The clock network:
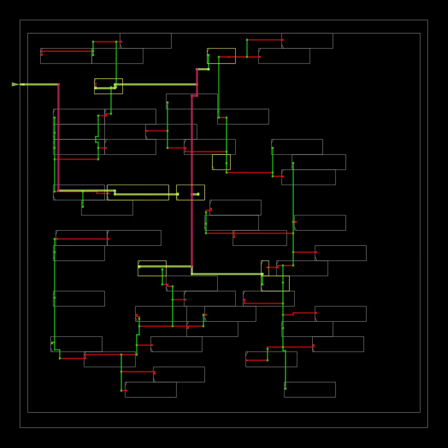
Close-up of the layout:
Region (17, 17) to (57, 57) um. Cells in grey, sequential cells in the stronger grey; small squares are vias.
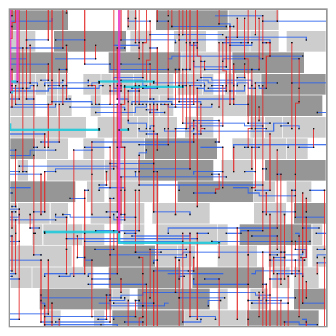
Wiring heat map:
Bar = 20 um. 15 x 15 tiles, from white (low) to dark blue (high), scaled to the fullest tile. Values are wire area over tile area, all layers added.
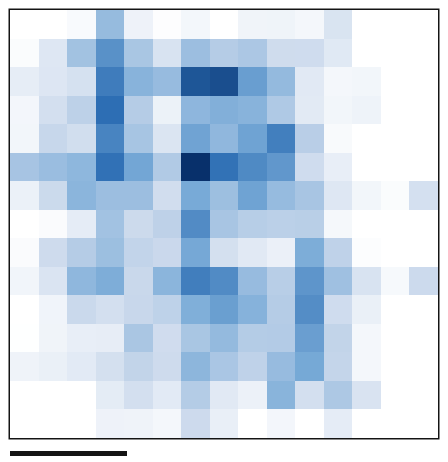
Clock network drawn from the DEF:
Bar = 20 um.
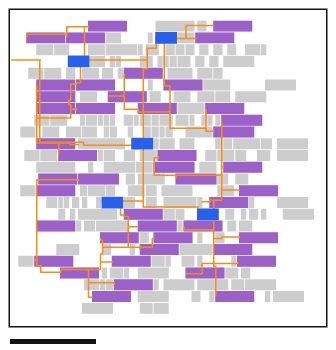
===== src/rtl/spi_slv_pkg.sv =====
// Shared types and helpers for the SPI slave core: FSM states, edge selection
// from CPOL/CPHA, and the all-ones fill used when the TX holding register is empty.
package spi_slv_pkg;

    typedef enum logic {
        StIdle,
        StXfer
    } state_e;

    localparam int unsigned MAX_W = 64;
    localparam logic [MAX_W-1:0] FILL_ONES = '1;

    // Leading edge is the one leaving CPOL; CPHA=0 samples on it, CPHA=1 on the other.
    function automatic logic sample_on_rise(input logic cpol, input logic cpha);
        return ~(cpol ^ cpha);
    endfunction

endpackage


===== src/rtl/spi_slv_sync.sv =====
// Pin synchronizers for SCK, CS_N and MOSI plus edge detection on the
// synchronized SCK and CS_N against one delayed copy.
module spi_slv_sync #(
    parameter int unsigned STAGES = 2,
    parameter bit          CPOL   = 1'b0
) (
    input  logic clk_i,
    input  logic rst_i,
    input  logic sck_i,
    input  logic cs_n_i,
    input  logic mosi_i,
    output logic sck_rise_o,
    output logic sck_fall_o,
    output logic cs_n_o,
    output logic cs_fall_o,
    output logic mosi_o
);

    logic [STAGES-1:0] sck_q, cs_n_q, mosi_q;
    logic              sck_dly_q, cs_n_dly_q;

    always_ff @(posedge clk_i or posedge rst_i) begin
        if (rst_i) begin
            sck_q      <= {STAGES{CPOL}};
            cs_n_q     <= '1;
            mosi_q     <= '0;
            sck_dly_q  <= CPOL;
            cs_n_dly_q <= 1'b1;
        end else begin
            sck_q      <= {sck_q[STAGES-2:0], sck_i};
            cs_n_q     <= {cs_n_q[STAGES-2:0], cs_n_i};
            mosi_q     <= {mosi_q[STAGES-2:0], mosi_i};
            sck_dly_q  <= sck_q[STAGES-1];
            cs_n_dly_q <= cs_n_q[STAGES-1];
        end
    end

    assign sck_rise_o = sck_q[STAGES-1] & ~sck_dly_q;
    assign sck_fall_o = ~sck_q[STAGES-1] & sck_dly_q;
    assign cs_n_o     = cs_n_q[STAGES-1];
    assign cs_fall_o  = ~cs_n_q[STAGES-1] & cs_n_dly_q;
    assign mosi_o     = mosi_q[STAGES-1];

endmodule


===== src/rtl/spi_slave_core.sv =====
// Byte-oriented SPI slave with one-entry TX holding register and RX valid/ready output.
// Define SPI_SLV_STATUS_EN to add sticky overrun_o/underrun_o flags and clr_status_i.
module spi_slave_core
    import spi_slv_pkg::*;
#(
    parameter int unsigned DATA_W      = 8,
    parameter bit          CPOL        = 1'b0,
    parameter bit          CPHA        = 1'b0,
    parameter int unsigned SYNC_STAGES = 2
) (
    input  logic              clk_i,
    input  logic              rst_i,
    input  logic              spi_sck_i,
    input  logic              spi_cs_n_i,
    input  logic              spi_mosi_i,
    output logic              spi_miso_o,
    output logic              spi_miso_oe_o,
    input  logic [DATA_W-1:0] tx_data_i,
    input  logic              tx_valid_i,
    output logic              tx_ready_o,
    output logic [DATA_W-1:0] rx_data_o,
    output logic              rx_valid_o,
    input  logic              rx_ready_i,
    output logic              busy_o
`ifdef SPI_SLV_STATUS_EN
    ,
    output logic              overrun_o,
    output logic              underrun_o,
    input  logic              clr_status_i
`endif
);

    localparam int unsigned       CNT_W       = $clog2(DATA_W);
    localparam logic [CNT_W-1:0]  LAST_BIT    = CNT_W'(DATA_W - 1);
    localparam logic              SAMPLE_RISE = sample_on_rise(CPOL, CPHA);

    state_e state_q, state_d;

    logic              sck_rise, sck_fall, cs_n_s, cs_fall, mosi_s;
    logic              active, sample_edge, shift_edge, sample_last, load, take;
    logic [CNT_W-1:0]  bit_cnt_q;
    logic [DATA_W-1:0] tx_shift_q, hold_q, rx_data_q;
    logic [DATA_W-2:0] rx_shift_q;
    logic              hold_full_q, rx_valid_q;

    spi_slv_sync #(
        .STAGES (SYNC_STAGES),
        .CPOL   (CPOL)
    ) u_sync (
        .clk_i      (clk_i),
        .rst_i      (rst_i),
        .sck_i      (spi_sck_i),
        .cs_n_i     (spi_cs_n_i),
        .mosi_i     (spi_mosi_i),
        .sck_rise_o (sck_rise),
        .sck_fall_o (sck_fall),
        .cs_n_o     (cs_n_s),
        .cs_fall_o  (cs_fall),
        .mosi_o     (mosi_s)
    );

    always_ff @(posedge clk_i or posedge rst_i) begin
        if (rst_i) state_q <= StIdle;
        else       state_q <= state_d;
    end

    always_comb begin
        state_d = state_q;
        if (cs_n_s) begin
            state_d = StIdle;
        end else if (state_q == StIdle && cs_fall) begin
            state_d = StXfer;
        end
    end

    assign active      = (state_q == StXfer) && !cs_n_s;
    assign sample_edge = active && (SAMPLE_RISE ? sck_rise : sck_fall);
    assign shift_edge  = active && (SAMPLE_RISE ? sck_fall : sck_rise);
    assign sample_last = sample_edge && (bit_cnt_q == LAST_BIT);
    // A shift edge with the counter at zero starts a new word in both phases.
    assign load        = (!CPHA && state_q == StIdle && cs_fall)
                       || (shift_edge && bit_cnt_q == '0);
    assign take        = rx_valid_q && rx_ready_i;

    always_ff @(posedge clk_i or posedge rst_i) begin
        if (rst_i) begin
            tx_shift_q  <= '0;
            hold_q      <= '0;
            hold_full_q <= 1'b0;
            rx_shift_q  <= '0;
            bit_cnt_q   <= '0;
            rx_data_q   <= '0;
            rx_valid_q  <= 1'b0;
        end else begin
            if (load) begin
                tx_shift_q <= hold_full_q ? hold_q : FILL_ONES[DATA_W-1:0];
            end else if (shift_edge) begin
                tx_shift_q <= {tx_shift_q[DATA_W-2:0], 1'b0};
            end

            if (load && hold_full_q) begin
                hold_full_q <= 1'b0;
            end else if (tx_valid_i && !hold_full_q) begin
                hold_q      <= tx_data_i;
                hold_full_q <= 1'b1;
            end

            if (cs_n_s) begin
                bit_cnt_q  <= '0;
                rx_shift_q <= '0;
            end else if (sample_edge) begin
                rx_shift_q <= {rx_shift_q[DATA_W-3:0], mosi_s};
                bit_cnt_q  <= sample_last ? '0 : bit_cnt_q + 1'b1;
            end

            if (sample_last) begin
                rx_data_q  <= {rx_shift_q, mosi_s};
                rx_valid_q <= 1'b1;
            end else if (take) begin
                rx_valid_q <= 1'b0;
            end
        end
    end

`ifdef SPI_SLV_STATUS_EN
    logic overrun_q, underrun_q;

    always_ff @(posedge clk_i or posedge rst_i) begin
        if (rst_i) begin
            overrun_q  <= 1'b0;
            underrun_q <= 1'b0;
        end else begin
            if (sample_last && rx_valid_q && !rx_ready_i) overrun_q <= 1'b1;
            else if (clr_status_i)                        overrun_q <= 1'b0;
            if (load && !hold_full_q)                     underrun_q <= 1'b1;
            else if (clr_status_i)                        underrun_q <= 1'b0;
        end
    end

    assign overrun_o  = overrun_q;
    assign underrun_o = underrun_q;
`endif

    assign spi_miso_o    = tx_shift_q[DATA_W-1];
    assign spi_miso_oe_o = (state_q == StXfer);
    assign busy_o        = (state_q == StXfer);
    assign tx_ready_o    = !hold_full_q;
    assign rx_data_o     = rx_data_q;
    assign rx_valid_o    = rx_valid_q;

endmodule


===== config.mk =====
export PLATFORM = sky130hd
export DESIGN_NAME = spi_slave_core
export DESIGN_NICKNAME = d
export VERILOG_FILES = /design/src/rtl/spi_slv_pkg.sv /design/src/rtl/spi_slv_sync.sv /design/src/rtl/spi_slave_core.sv
export SDC_FILE = /design/constraint.sdc
export NUM_CORES = 1
export LEC_CHECK = 0
export ABC_AREA = 1
export CELL_PAD_IN_SITES_DETAIL_PLACEMENT = 0
export CELL_PAD_IN_SITES_GLOBAL_PLACEMENT = 1
export CORE_UTILIZATION = 38
export DETAILED_ROUTE_END_ITERATION = 6
export PLACE_DENSITY = 0.76
export SLEW_MARGIN = 5
export SYNTH_ARGS = -nofsm -noshare
export SYNTH_HDL_FRONTEND = slang
export SYNTH_SLANG_ARGS = --single-unit

===== constraint.sdc =====
create_clock -name clk_i -period 1.25 [get_ports clk_i]
set_input_delay 0.125 -clock clk_i [delete_from_list [all_inputs] [get_ports clk_i]]
set_output_delay 0.125 -clock clk_i [all_outputs]
set_load 0.05 [all_outputs]

==> results.cfg <==
; yosys + openroad results
[synth]
ys_warn_count = 0
yosys_cells = 174
netlist_instances = 174
ys_top_cells_by_area = dfrtp_1 55%, mux2_2 4.7%, nand2_1 4.3%
top_cells_by_count = 42 x dfrtp_1, 22 x nand2_1, 18 x nor2_1, 14 x inv_1, 10 x nand3_1
synthMostInstantiatedCell = dfrtp_1
seq_area_frac_synth = 0.5883
syn-num-nets = 192
ys.flops = 45
yosysTopAreaCell = dfrtp_1
edf_count = 0
syn_avg_cell_area_um2 = 11.04
yosys.area.top_type_share = 0.5472
synth_cell_types = 24
synth_area_mm2 = 0.001921
ys.flop_type = dfrtp_1
async_flop_share = 1.000
synth_chip_area_mm2 = 0.001921

[cells_and_area]
final_area_mm2 = 0.002917
comb_area_um2 = 908.4
syn_to_final_growth_pct = 51.86
flop_area_mm2 = 0.001132
fin_nets = 245
fillers = 373
antenna_cells = 0
drive_gt1_frac = 0.4868

[final_timing]
worst_pin_slew_ns = 0.2408
relSlewSlack = 0.8395
grt_setup_unrepaired = yes
fmax_mhz = 788.8
finalMaxSlewViolations = 0
final_hold_viol_count = 0
finalCritPeriodShare = 1.014
holdWs_ns = 0.1599
finalSetupViolations = 4
timing.setup.tns_ns = -0.02455
timing.final.ws_setup_ns = -0.01778
fin_crit_ns = 1.268

[worst_setup_path]
critPathLaunchType = flop
cp_max_fo = 8
cp-end-kind = flop
required_ns = 1.48
worstPathArrival_ns = 1.50
crit_type = flop to flop

[power_and_ir_drop]
pwr-share-comb = 0.301
clock_power_share = 0.250
p_sw_mw = 1.331
peakVddDrop_uv = 1005
power.leakage_nw = 1.202
powerDensity_mw_per_mm2 = 1484
pwr-share-seq = 0.449
p_sw_frac = 0.3075
p_int_mw = 2.998

[drt]
wl_met3_um = 143
wirelength_um = 3942
highest_layer = met4
avgViaCountPerCell = 4.810
first_iter_violations = 65
via_count = 1419
route.met2.wl_um = 1996
m1WireLength_um = 1710
dr.pass1.iters = 4
drc = 0
avgRoutedWirePerCell_um = 13.36
postRouteAntennaNets = 0

[clock_network]
h-tree-depth = 2
hold_buffers = 0
cts_buffer_depth = 2
clkTransAtPathRegs_ns = 0.08
tritoncts = yes
clock_sinks = 45
cts-root-buf = clkbuf_8

[placement]
hpwl_um = 2286
place_area_mm2 = 0.002456
gp_congestion = 0.7290
place_ws_ns = -0.1089
io_buffers = 27

[die]
io_pins = 28
rows = 25
fp_util = 0.4013
die_h_um = 73.09
dieArea_mm2 = 0.005342
die_x_um = 73.09
coreArea_mm2 = 0.004786

[flow_run]
drv_cap = 0
warnings = 30

[global_routing]
grt_pass1_vias = 1368
grt_antenna_before_repair = 0
grt-ovfl-total = 0
grt_max_degree = 46
grt_use_total = 0.1527
grt_pass1_wl_um = 6223

[run_status]
violations = negative setup slack
outcome = complete, but fails checks

[hold_path]
holdCritPathClass = input pin to async pin
About 'the clock network':
Insertion Delay late pin: 0.30 ns
clock group power: 1.08 mW
flop count: 45
Inserted Clock Buffers: 5
Fin Clk Skew: 0.006951 ns

About 'close-up of the layout':
colour	layer
cyan	M3
red	M2
blue	M1
magenta	M4
cells with their middle in the window	109
sequential cells in the window	21
netlist names of flops here include	rx_shift_q (6), tx_shift_q (5), rx_data_o (2)
most frequent	dfrtp_1 (16), buf_4 (10), nand2_1 (8)

About 'wiring heat map':
mean over tiles	0.12
fullest tile	0.50
emptiest ninth of the die	north-east
densest ninth of the die	centre
nearly empty tiles	21%
tiles over half the peak	12%

About 'clock network drawn from the DEF':
[orange] clock wires | length: 491 um
[purple] flip-flops | count: 45
[blue] clock-net drivers | count: 5
routed clock nets	6

## power groups by stage
| stage | Combinational, mW | Sequential [mW] | Clock [mW] |
|---|---|---|---|
| global placement | 1.05 | 1.92 | 0 |
| CTS | 1.10 | 1.91 | 1.12 |
| global route | 1.41 | 1.98 | 1.18 |
| detailed placement | 1.08 | 1.94 | 0 |
| floorplan | 0.657 | 1.95 | 0 |
| finish | 1.30 | 1.94 | 1.08 |
## registers in the layout (all words and copies together) (netlist names)
name               count
tx_shift_q             8
rx_data_o              8
u_sync.cs_n_dly_q      1
rx_valid_o             1
hold_q                 8
busy_o                 1
u_sync.sck_dly_q       1
u_sync.sck_q           2
hold_full_q            1
u_sync.cs_n_q          2
rx_shift_q             7
u_sync.mosi_q          2
bit_cnt_q              3
## logic make-up after synthesis
logic type	share of synthesized area
flip-flops	0.5883
adder cells (fa/ha/maj)	0.01955
buffers and inverters	0.05928
multiplexers	0.04691
AND-OR/OR-AND	0.08795
AND/OR/NAND/NOR	0.1980
## routing by layer
| metal | GRT usage | up-vias |
|---|---|---|
| met5 | 0 | - |
| met4 | 0.06536 | 0 |
| met3 | 0.04282 | 10 |
| met2 | 0.2397 | 28 |
| met1 | 0.1980 | 697 |
| li1 | - | 684 |
## worst max-delay path, stage by stage (launching register included)
cell and delay [ns]:
dfrtp_2 0.39, clkinv_4 0.06, nor2_4 0.20, buf_6 0.15, nand4_4 0.21, o21ai_2 0.19
## timing repair
| item | 4_1_cts | 5_1_grt |
|---|---|---|
| gates cloned | 1 | 5 |
| setup endpoints to repair | 18 | 29 |
| pin swaps | 3 | 12 |
| setup buffers | 0 | 10 |
| resized | 6 | 38 |
## area by class of cell
class / count / share of cell area
Clock inverter: 2 / 0.01330
Inverter: 17 / 0.02574
Tap cell: 67 / 0.02874
Multi-Input combinational cell: 112 / 0.3115
Timing Repair Buffer: 46 / 0.2076
Sequential cell: 45 / 0.3882
Clock buffer: 6 / 0.02488
## placed cells by master, fill, tap and decap left out, drive strengths merged
cell,instances
dfrtp,42
buf,31
nand2,30
nor2,26
clkdlybuf4s50,14
inv,14
o21ai,14
nand3,14
mux2,8
o22ai,7
clkbuf,7
a21oi,5
nand4,3
dfstp,3
clkinv,3
ha,3
nand3b,2
clkinvlp,1
bufinv,1
## per-stage QoR
step                cells  power (mW)  utilization
global placement      271       2.967       0.5132
detailed placement    271       3.014       0.5132
CTS                   280       4.126       0.5461
finish                295       4.329       0.6094
floorplan             174       2.606            -
global route          295       4.562       0.6094
## final timing paths
check	start	to	slack [ns]	cells past startpoint
worst max-delay path	busy_o	rx_data_o[3]	-0.02	5
worst min-delay path	rst_i	rx_shift_q[5]	0.16	3
worst max register to register	busy_o	rx_data_o[3]	-0.02	5
worst min register to register	u_sync.sck_q[0]	u_sync.sck_q[1]	0.35	0
max in group asynchronous	rst_i	u_sync.cs_n_q[0]	0.83	3
min in group clk_i	spi_mosi_i	u_sync.mosi_q[0]	0.25	1
No activity file was given, so power comes from the tool's default toggle rates.
